### config.mk
export PLATFORM = sky130hd
export DESIGN_NAME = booth_seq_mult
export DESIGN_NICKNAME = d
export VERILOG_FILES = /design/src/rtl/booth_pkg.sv /design/src/rtl/booth_seq_mult_digit_enc.sv /design/src/rtl/booth_seq_mult.sv
export SDC_FILE = /design/constraint.sdc
export NUM_CORES = 1
export LEC_CHECK = 0
export CORE_ASPECT_RATIO = 0.7
export CORE_MARGIN = 2
export CORE_UTILIZATION = 55
export DETAILED_ROUTE_END_ITERATION = 10
export HOLD_SLACK_MARGIN = 0.12
export PLACE_DENSITY_LB_ADDON = 0.08
export SYNTH_ARGS = -nofsm -noshare
export SYNTH_HDL_FRONTEND = slang
export SYNTH_SLANG_ARGS = --single-unit
### constraint.sdc
create_clock -name clk -period 6.74 [get_ports clk]
set_input_delay 2.022 -clock clk [delete_from_list [all_inputs] [get_ports clk]]
set_output_delay 2.022 -clock clk [all_outputs]
set_load 0.03 [all_outputs]
### src/rtl/booth_pkg.sv
// ---------------------------------------------------------------------------
// booth_pkg
//   Shared types for the iterative radix-4 Booth multiplier:
//     booth_sel_e  : partial-product selection per Booth digit
//     state_e      : multiplier FSM states
//     booth_select : maps a 3-bit multiplier triple {y[2k+1], y[2k], y[2k-1]}
//                    to its selection code
// ---------------------------------------------------------------------------
package booth_pkg;

  typedef enum logic [2:0] {
    ZERO,
    PX,
    P2X,
    M2X,
    MX
  } booth_sel_e;

  typedef enum logic [1:0] {
    IDLE,
    BUSY,
    DONE
  } state_e;

  function automatic booth_sel_e booth_select(input logic [2:0] triple);
    booth_sel_e sel;
    case (triple)
      3'b001, 3'b010: sel = PX;
      3'b011:         sel = P2X;
      3'b100:         sel = M2X;
      3'b101, 3'b110: sel = MX;
      default:        sel = ZERO;  // 000 and 111
    endcase
    return sel;
  endfunction

endpackage : booth_pkg

### src/rtl/booth_seq_mult_digit_enc.sv
// ---------------------------------------------------------------------------
// booth_digit_enc
//   Combinational radix-4 Booth digit encoder. Selects 0, +x, +2x, -2x or -x
//   from a pre-computed x and -x (both WIDTH+1 bits, so negating the most
//   negative operand is exact) and returns it as a WIDTH+2-bit signed value.
//
//   Ports:
//     triple  in   3        {y[2k+1], y[2k], y[2k-1]}
//     x_pos   in   WIDTH+1  sign-extended multiplicand
//     x_neg   in   WIDTH+1  two's complement negation of x_pos
//     pp      out  WIDTH+2  selected partial product (signed)
// ---------------------------------------------------------------------------
module booth_digit_enc
  import booth_pkg::*;
#(
  parameter int WIDTH = 16
) (
  input  logic [2:0]       triple,
  input  logic [WIDTH:0]   x_pos,
  input  logic [WIDTH:0]   x_neg,
  output logic [WIDTH+1:0] pp
);

  always_comb begin
    pp = '0;
    case (booth_select(triple))
      PX:      pp = {x_pos[WIDTH], x_pos};
      P2X:     pp = {x_pos, 1'b0};
      M2X:     pp = {x_neg, 1'b0};
      MX:      pp = {x_neg[WIDTH], x_neg};
      default: pp = '0;
    endcase
  end

endmodule : booth_digit_enc

### src/rtl/booth_seq_mult.sv
// ---------------------------------------------------------------------------
// booth_seq_mult
//   Iterative radix-4 Booth signed multiplier with valid/ready handshake.
//   One Booth digit is processed per BUSY cycle; a product is ready after
//   WIDTH/2 BUSY cycles.
//
//   Ports:
//     clk        in   1        clock, rising edge
//     rst_n      in   1        asynchronous active-low reset
//     in_valid   in   1        operand pair x/y presented
//     in_ready   out  1        high only in IDLE
//     x          in   WIDTH    multiplicand (two's complement)
//     y          in   WIDTH    multiplier (two's complement)
//     out_valid  out  1        p holds a completed product (DONE state)
//     out_ready  in   1        consumer accepts p
//     p          out  2*WIDTH  signed product x*y
//     busy       out  1        high only in BUSY
//
//   Optional build macro BOOTH_EARLY_TERM_EN: finish as soon as all remaining
//   Booth digits are zero (latency 1..WIDTH/2 cycles, identical results).
// ---------------------------------------------------------------------------
module booth_seq_mult
  import booth_pkg::*;
#(
  parameter int WIDTH = 16
) (
  input  logic               clk,
  input  logic               rst_n,
  input  logic               in_valid,
  output logic               in_ready,
  input  logic [WIDTH-1:0]   x,
  input  logic [WIDTH-1:0]   y,
  output logic               out_valid,
  input  logic               out_ready,
  output logic [2*WIDTH-1:0] p,
  output logic               busy
);

  localparam int DIGITS = WIDTH / 2;
  localparam int CW     = (DIGITS > 1) ? $clog2(DIGITS) : 1;

  state_e               state_reg, state_next;
  logic [WIDTH:0]       x_pos_reg, x_neg_reg;
  // Multiplier with appended 0 LSB; shifted right two bits per step so the
  // current triple is always y_reg[2:0].
  logic [WIDTH:0]       y_reg;
  logic [2*WIDTH-1:0]   acc_reg;
  logic [2*WIDTH-1:0]   p_reg;
  logic [CW-1:0]        cnt_reg;

  logic                 accept;
  logic                 finish;
  logic                 last_step;
  logic [WIDTH:0]       x_ext;
  logic [WIDTH:0]       y_shift;
  logic [WIDTH+1:0]     pp;
  logic [2*WIDTH-1:0]   pp_ext;
  logic [2*WIDTH-1:0]   acc_sum;

  assign x_ext   = {x[WIDTH-1], x};
  // Arithmetic shift keeps the multiplier's sign in the upper bits so the
  // remaining-digit test below sees a uniform run when the rest is all sign.
  assign y_shift = {{2{y_reg[WIDTH]}}, y_reg[WIDTH:2]};

  booth_digit_enc #(
    .WIDTH (WIDTH)
  ) u_enc (
    .triple (y_reg[2:0]),
    .x_pos  (x_pos_reg),
    .x_neg  (x_neg_reg),
    .pp     (pp)
  );

  assign pp_ext  = {{(WIDTH-2){pp[WIDTH+1]}}, pp};
  assign acc_sum = acc_reg + (pp_ext << {cnt_reg, 1'b0});

  assign last_step = (cnt_reg == CW'(DIGITS - 1));

`ifdef BOOTH_EARLY_TERM_EN
  // y_shift[0] is the last consumed bit; when it and every unconsumed bit
  // agree, every remaining triple is 000 or 111.
  assign finish = last_step || (y_shift == '0) || (y_shift == '1);
`else
  assign finish = last_step;
`endif

  // FSM state register
  always_ff @(posedge clk or negedge rst_n) begin
    if (!rst_n) begin
      state_reg <= IDLE;
    end else begin
      state_reg <= state_next;
    end
  end

  // FSM next-state logic
  always_comb begin
    state_next = state_reg;
    accept     = 1'b0;
    case (state_reg)
      IDLE: begin
        if (in_valid) begin
          accept     = 1'b1;
          state_next = BUSY;
        end
      end
      BUSY: begin
        if (finish) state_next = DONE;
      end
      DONE: begin
        if (out_ready) state_next = IDLE;
      end
      default: state_next = IDLE;
    endcase
  end

  // Datapath
  always_ff @(posedge clk or negedge rst_n) begin
    if (!rst_n) begin
      x_pos_reg <= '0;
      x_neg_reg <= '0;
      y_reg     <= '0;
      acc_reg   <= '0;
      cnt_reg   <= '0;
      p_reg     <= '0;
    end else if (accept) begin
      x_pos_reg <= x_ext;
      x_neg_reg <= ~x_ext + (WIDTH+1)'(1);
      y_reg     <= {y, 1'b0};
      acc_reg   <= '0;
      cnt_reg   <= '0;
    end else if (state_reg == BUSY) begin
      acc_reg <= acc_sum;
      y_reg   <= y_shift;
      cnt_reg <= cnt_reg + CW'(1);
      if (finish) p_reg <= acc_sum;
    end
  end

  assign in_ready  = (state_reg == IDLE);
  assign busy      = (state_reg == BUSY);
  assign out_valid = (state_reg == DONE);
  assign p         = p_reg;

endmodule : booth_seq_mult
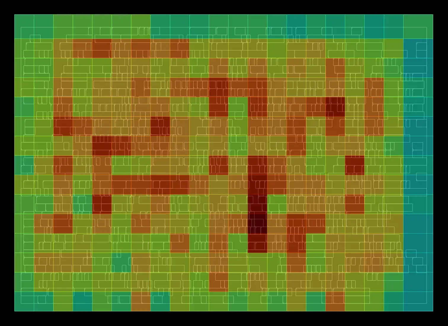
run_1/congestion.png
GRT busiest layer: met1
Core Util, Final: 0.665
wire per inst: 17.1 um
met1 usage: 0.432

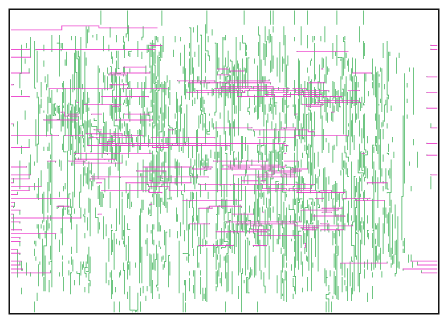
run_1/wires.png
Only two layers are drawn.
- green: metal 2 (wire length 8240 um)
- magenta: metal 3 (wire length 1840 um)

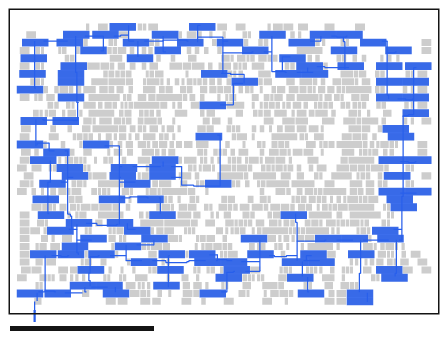
run_1/io_fan.png
Scale bar: 50 um.
- blue: rst_n (direction input; edge bottom; end cells 118; buffers 2; wire 860 um)
IO Port Bufs: 70
num ports: 71

==> flow_summary.yaml, run 1 <==
# physical design summary
finish:
  layout-drive-gt1-share: 0.0735
  area_growth_pct: 16.6
  nClkBuffers: 20
  final_area_um2: 9380
  seq_cells: 118
  layout.cells.most_common_list: "209 x nand2_1, 118 x dfrtp_1, 98 x o21ai_0"
  logic_area_um2: 4770
  diodes: 0
  buffers: 79
  layout_top_cell: "nand2_1"
  nFillCells: 1198
  seq_share: 0.315
cts:
  clock-sinks: 118
  holdBufCountCts: 0
  clock_path_buffers: 2
  cts_setup_buffers: 0
  path_clk_slew_ns: 0.06
  cts_buffers: 17
  cts_root_buffer: "clkbuf_16"
  cts_resized: 0
  cts_tree: "built"
  clk_latency_ns: 0.42
detailed_routing:
  wl_met2_um: 8240
  highest_layer: "met4"
  antenna_left: 0
  num_vias: 7234
  drtIter0Drc: 708
  dr.pass1.iters: 5
  wirelength_um: 20700
logic_synthesis:
  ys_types: 71
  synthTopCellsByCount: "211 x nand2_1, 118 x dfrtp_1, 98 x o21ai_0, 57 x a21oi_1, 47 x nor2_1"
  syn_area_um2: 8040
  xor_share: 0.0447
  yosysMostFrequentCell: "nand2_1"
  ys_sh_aoi: 0.226
  synth_chip_area_um2: 8040
  ys_seq_share: 0.367
  syn_avg_cell_area_um2: 8.25
  yosys.area.top_type: "dfrtp_1"
  synth_cells: 974
  muxShareOfSynthArea: 0.0652
  synthTopLogicFamily: "AND-OR/OR-AND gates"
  simple_gate_area_frac: 0.200
  yosysWarnings: 0
  ys_cells: 974
sta:
  slew_headroom: 0.223
  setup_tns_ns: 0
  hold_viol: 0
  rsz0062_at_grt: "false"
  holdWs_ns: 0.472
  min_period_ns: 5.04
  finalSetupViolations: 0
  worstMarginPinSlew_ns: 1.16
grt:
  grt_first_pass_wirelength_um: 33900
  grt_pass1_vias: 6482
  grt_use_met2: 0.364
  antenna_found_initial: 0
  grt_util_all_layers: 0.273
  grt_overflow: 0
  grt_max_degree: 79
floorplanning:
  core_area_um2: 14100
  tap_cells: 190
  die-width_um: 149
  rows: 36
  dieHeight_um: 105
  fp_util: 0.570
  die-area_um2: 15600
placement:
  dpl_cell_area_um2: 8780
  routabilityCongestion: 0.963
  place_inst: 1179
  dpl.hpwl_um: 14600
flow_run:
  tool_warnings: 26
critical_path:
  crit_family: "buffers and inverters"
  rrSetupSlack_ns: 2.02
  endpoint: "busy"
  crit_path_start: "state_reg[1]"
  critical-path-max-stage-delay_ns: 0.78
  crit_type: "reg2out"
  worst_setup_path_start_kind: "flop"
  worstReg2RegEnd: "acc_reg[27]"
  end_kind: "output port"
  critPathMaxFanout: 66
  path_buffers: 2
  crit_chain: "nand2b_2 -> inv_2 -> clkdlybuf4s50_1"
  slowest_stage: "clkdlybuf4s50_1"
hold_path:
  holdPathEnd: "p[9]"
  hold_depth: 2
  min-delay-start: "p[9]"
status:
  outcome: "completed"
==> run 2: changes to the inputs <==
==> constraint.sdc (replaced) <==
create_clock -name clk -period 4.79 [get_ports clk]
set_input_delay 1.437 -clock clk [delete_from_list [all_inputs] [get_ports clk]]
set_output_delay 1.437 -clock clk [all_outputs]
set_load 0.03 [all_outputs]
==> run 2 against run 1 <==
Critical path depth increased by 13. Design area increased by 0.44%. Die size unchanged. Worst setup slack got worse by 1.3 ns. Hold slack about the same. Sequential cell count unchanged. Synthesized cell count unchanged. Via count increased by 1.4%.
==> flow_summary.yaml, run 2 <==
# physical design summary
grt:
  grt_max_degree: 66
  met1_usage: 0.448
  grt_pass1_vias: 6754
  grt_first_pass_wirelength_um: 35600
  antenna_found_initial: 0
  grt_overflow: 0
  busiest_layer: "met1"
floorplanning:
  tap_cells: 190
  die-width_um: 149
  die-area_um2: 15600
  core_area_um2: 14100
  dieHeight_um: 105
  rows: 36
  io_pins: 71
  fp_util: 0.570
critical_path:
  end_kind: "flop"
  rrSetupSlack_ns: 0.37
  path_buffers: 1
  endpoint: "acc_reg[31]"
  crit_path_start: "y_reg[2]"
  critPathMaxFanout: 20
  crit_required_ns: 5.08
  worstReg2RegEnd: "acc_reg[31]"
  slowest_stage: "dfrtp_1"
  r2r_start: "y_reg[2]"
  crit_family: "AND-OR/OR-AND gates"
  critical-path-max-stage-delay_ns: 0.57
  crit_chain: "buf_4 -> nor3_1 -> nand2_1 -> o21ai_1 -> mux2_2 -> a211oi_1 -> a21oi_1 -> ha_1 -> a21oi_1 -> nor2b_1 -> o31ai_1 -> o31ai_1 -> a31oi_2 -> xnor2_1 -> o211ai_1 -> o31ai_1"
  worst_setup_path_start_kind: "flop"
  crit_type: "reg2reg"
detailed_routing:
  wl_met2_um: 8590
  num_vias: 7337
  antenna_left: 0
  drtIter0Drc: 656
  highest_layer: "met4"
  dr.pass1.iters: 5
  wirelength_um: 21400
logic_synthesis:
  xor_share: 0.0447
  synth_top_area_share: 0.367
  yosysMostFrequentCell: "nand2_1"
  synthTopLogicFamily: "AND-OR/OR-AND gates"
  ys_sh_aoi: 0.226
  ys_seq_share: 0.367
  ys_types: 71
  syn_avg_cell_area_um2: 8.25
  synth_cells: 974
  simple_gate_area_frac: 0.200
  ys_cells: 974
  synthTopCellsByCount: "211 x nand2_1, 118 x dfrtp_1, 98 x o21ai_0, 57 x a21oi_1, 47 x nor2_1"
  synth_chip_area_um2: 8040
  syn_nets: 1045
  yosysWarnings: 0
  syn_area_um2: 8040
  muxShareOfSynthArea: 0.0652
  yosys.area.top_type: "dfrtp_1"
finish:
  final_cell_count_no_fill: 1217
  layout_top_cell: "nand2_1"
  area_growth_pct: 17.2
  nClkBuffers: 21
  buffers: 85
  nFillCells: 1205
  final_area_um2: 9420
  seq_share: 0.314
  layout.cells.most_common_list: "209 x nand2_1, 118 x dfrtp_1, 98 x o21ai_0"
  logic_area_um2: 4770
  layout-drive-gt1-share: 0.0789
  diodes: 0
cts:
  holdBufCountCts: 0
  cts_resized: 0
  cts_root_buffer: "clkbuf_16"
  clk_latency_ns: 0.42
  cts_buffers: 17
  clock-sinks: 118
  cts_tree: "built"
  clock_path_buffers: 2
  cts_setup_buffers: 0
  path_clk_slew_ns: 0.06
sta:
  rsz0062_at_grt: "false"
  hold_viol: 0
  setup_tns_ns: 0
  worstMarginPinSlew_ns: 1.00
  finalSetupViolations: 0
  slew_headroom: 0.331
  fin_skew_ns: 0.00851
  min_period_ns: 4.42
  holdWs_ns: 0.472
hold_path:
  hold_depth: 2
  holdPathEnd: "p[7]"
  min-delay-start: "p[7]"
status:
  outcome: "completed"
placement:
  place_inst: 1185
  placement.io_buffers: 70
  routabilityCongestion: 0.923
  dpl.hpwl_um: 15100
flow_run:
  tool_warnings: 26
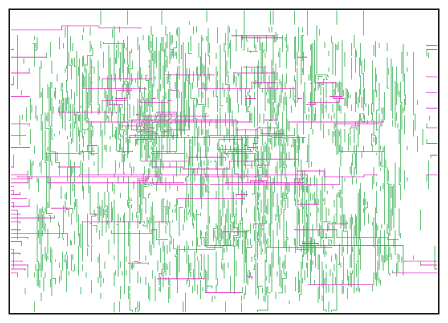
run_2/wires.png
Only two layers are drawn.
- green: metal 2 (wire length 8590 um)
- magenta: metal 3 (wire length 1710 um)

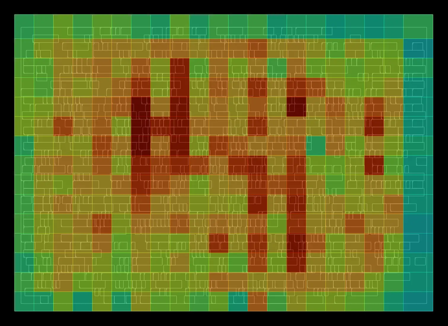
run_2/congestion.png
grt met2 use: 0.389
Core Util, Final: 0.668
wire per inst: 17.6 um
routing usage on met3: 0.0738
Tot GR Track Use: 0.289

==> run 3: changes to the inputs <==
--- a/config.mk
+++ b/config.mk
@@ -9,6 +9,7 @@
 export CORE_MARGIN = 2
 export CORE_UTILIZATION = 55
 export DETAILED_ROUTE_END_ITERATION = 10
+export DONT_BUFFER_PORTS = 1
 export HOLD_SLACK_MARGIN = 0.12
 export PLACE_DENSITY_LB_ADDON = 0.08
 export SYNTH_ARGS = -nofsm -noshare
==> run 3 against run 2 <==
Hold slack improved by 0.0072 ns. Critical endpoint unchanged. Wire length up 1.5%. Via count shrank 4.4%. Sequential cell count is the same. Final cell count decreased by 6.2%. Synthesized area did not move. Critical path type unchanged.
==> flow_summary.yaml, run 3 <==
# physical design summary
status:
  outcome: "completed"
sta:
  worstMarginPinSlew_ns: 1.08
  rsz0062_at_grt: "false"
  holdWs_ns: 0.480
  fin_skew_ns: 0.0117
  setup_tns_ns: 0
  finalSetupViolations: 0
  hold_viol: 0
  min_period_ns: 4.48
  period_used_share: 0.934
  maxSlewViolCount: 0
  fmaxAchievable_mhz: 223
  slew_headroom: 0.276
finish:
  area_growth_pct: 8.54
  n_all_inverters: 15
  layout.cells.most_common_list: "209 x nand2_1, 118 x dfrtp_1, 98 x o21ai_0"
  layout_top_cell: "nand2_1"
  nClkBuffers: 18
  logic_area_um2: 4780
  nFillCells: 1257
  clkCellAreaFrac: 0.0691
  layout-drive-gt1-share: 0.0819
  seq_share: 0.338
  buf_share: 0.0115
  final_area_um2: 8730
  buffers: 10
  final_cell_count_no_fill: 1142
  diodes: 0
critical_path:
  crit_type: "reg2reg"
  crit_family: "AND-OR/OR-AND gates"
  worst-r2r-cell-count: 16
  endpoint: "acc_reg[31]"
  r2r_start: "y_reg[1]"
  slowest_stage: "mux4_2"
  crit_cells: 16
  path_buffers: 1
  worst_setup_path_start_kind: "flop"
  critical-path-max-stage-delay_ns: 0.53
  crit_chain: "buf_12 -> nand2b_1 -> a21boi_0 -> mux4_2 -> mux2i_1 -> mux2i_1 -> a21oi_2 -> ha_1 -> a21oi_1 -> nor2b_1 -> o31ai_1 -> o31ai_1 -> a31oi_2 -> xnor2_1 -> o211ai_1 -> o31ai_1"
  rrSetupSlack_ns: 0.31
  worstReg2RegEnd: "acc_reg[31]"
  crit_required_ns: 5.07
  end_kind: "flop"
  crit_path_start: "y_reg[1]"
  critPathMaxFanout: 37
cts:
  cts_resized: 0
  path_clk_slew_ns: 0.06
  clock_path_buffers: 2
  h-tree-depth: 4
  cts_tree: "built"
  cts_buffers: 17
  cts_setup_buffers: 0
  clock-sinks: 118
  clk_latency_ns: 0.42
  cts_root_buffer: "clkbuf_16"
  holdBufCountCts: 0
logic_synthesis:
  synth_chip_area_um2: 8040
  top_cells_by_area: "dfrtp_1 37%, nand2_1 9.9%, o21ai_0 6.1%"
  ys_seq_share: 0.367
  yosys.area.top_type: "dfrtp_1"
  muxShareOfSynthArea: 0.0652
  yosysMostFrequentCell: "nand2_1"
  synth_cells: 974
  yosysWarnings: 0
  ys_sh_aoi: 0.226
  ys_types: 71
  xor_share: 0.0447
  syn_avg_cell_area_um2: 8.25
  syn_nets: 1045
  simple_gate_area_frac: 0.200
  synthArstFlopShare: 1.00
  synthTopLogicFamily: "AND-OR/OR-AND gates"
  synthTopCellsByCount: "211 x nand2_1, 118 x dfrtp_1, 98 x o21ai_0, 57 x a21oi_1, 47 x nor2_1"
  synth_top_area_share: 0.367
  ys_cells: 974
  syn_area_um2: 8040
  synth_flops: 118
  edf_count: 0
grt:
  busiest_layer: "met1"
  grt_max_degree: 119
  grt_pass1_vias: 6841
  met1_usage: 0.457
  grt_overflow: 0
  antenna_found_initial: 0
  grt_first_pass_wirelength_um: 36400
detailed_routing:
  highest_layer: "met4"
  drtIter0Drc: 671
  dr.pass1.iters: 6
  num_vias: 7017
  wl_met2_um: 8960
  m1WireLength_um: 10900
  antenna_left: 0
  wirelength_um: 21800
placement:
  place_inst: 1110
  placement.io_buffers: 0
  dpl_cell_area_um2: 8110
  dpl.hpwl_um: 15700
  routabilityCongestion: 0.968
floorplanning:
  dieHeight_um: 105
  rows: 36
  die-area_um2: 15600
  core_area_um2: 14100
  tap_cells: 190
  fp_util: 0.570
  die-width_um: 149
  io_pins: 71
hold_path:
  hp-class: "reg2reg"
  min-delay-start: "y_reg[5]"
  holdPathEnd: "y_reg[5]"
  hold_depth: 2
flow_run:
  tool_warnings: 28
  maxCapViolCount: 0
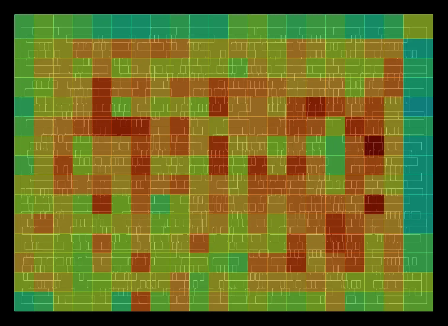
run_3/congestion.png
Core Util, Final: 0.619
Tot GR Track Use: 0.294
grt met2 use: 0.409
routing usage on met3: 0.0729
wire per inst: 19.1 um

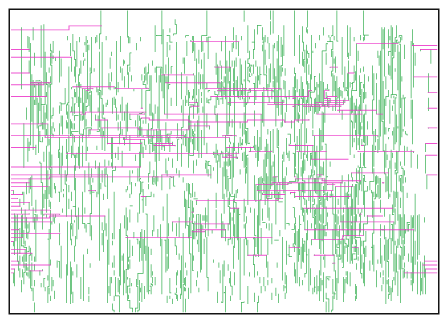
run_3/wires.png
Only two layers are drawn.
- magenta: metal 3 (wire length 1680 um)
- green: metal 2 (wire length 8960 um)


==> screenshots <==
Sequential cells coloured by netlist name.
Scale bar: 50 um. Other sequential cells in the stronger grey, the rest of the logic in the fainter grey.
(a)
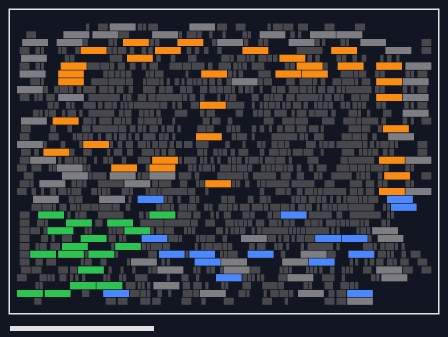
(b)
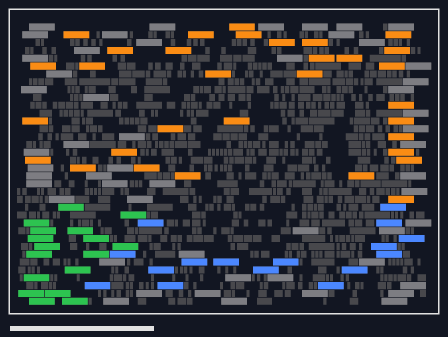
- (a) = run 1
- (b) = run 3

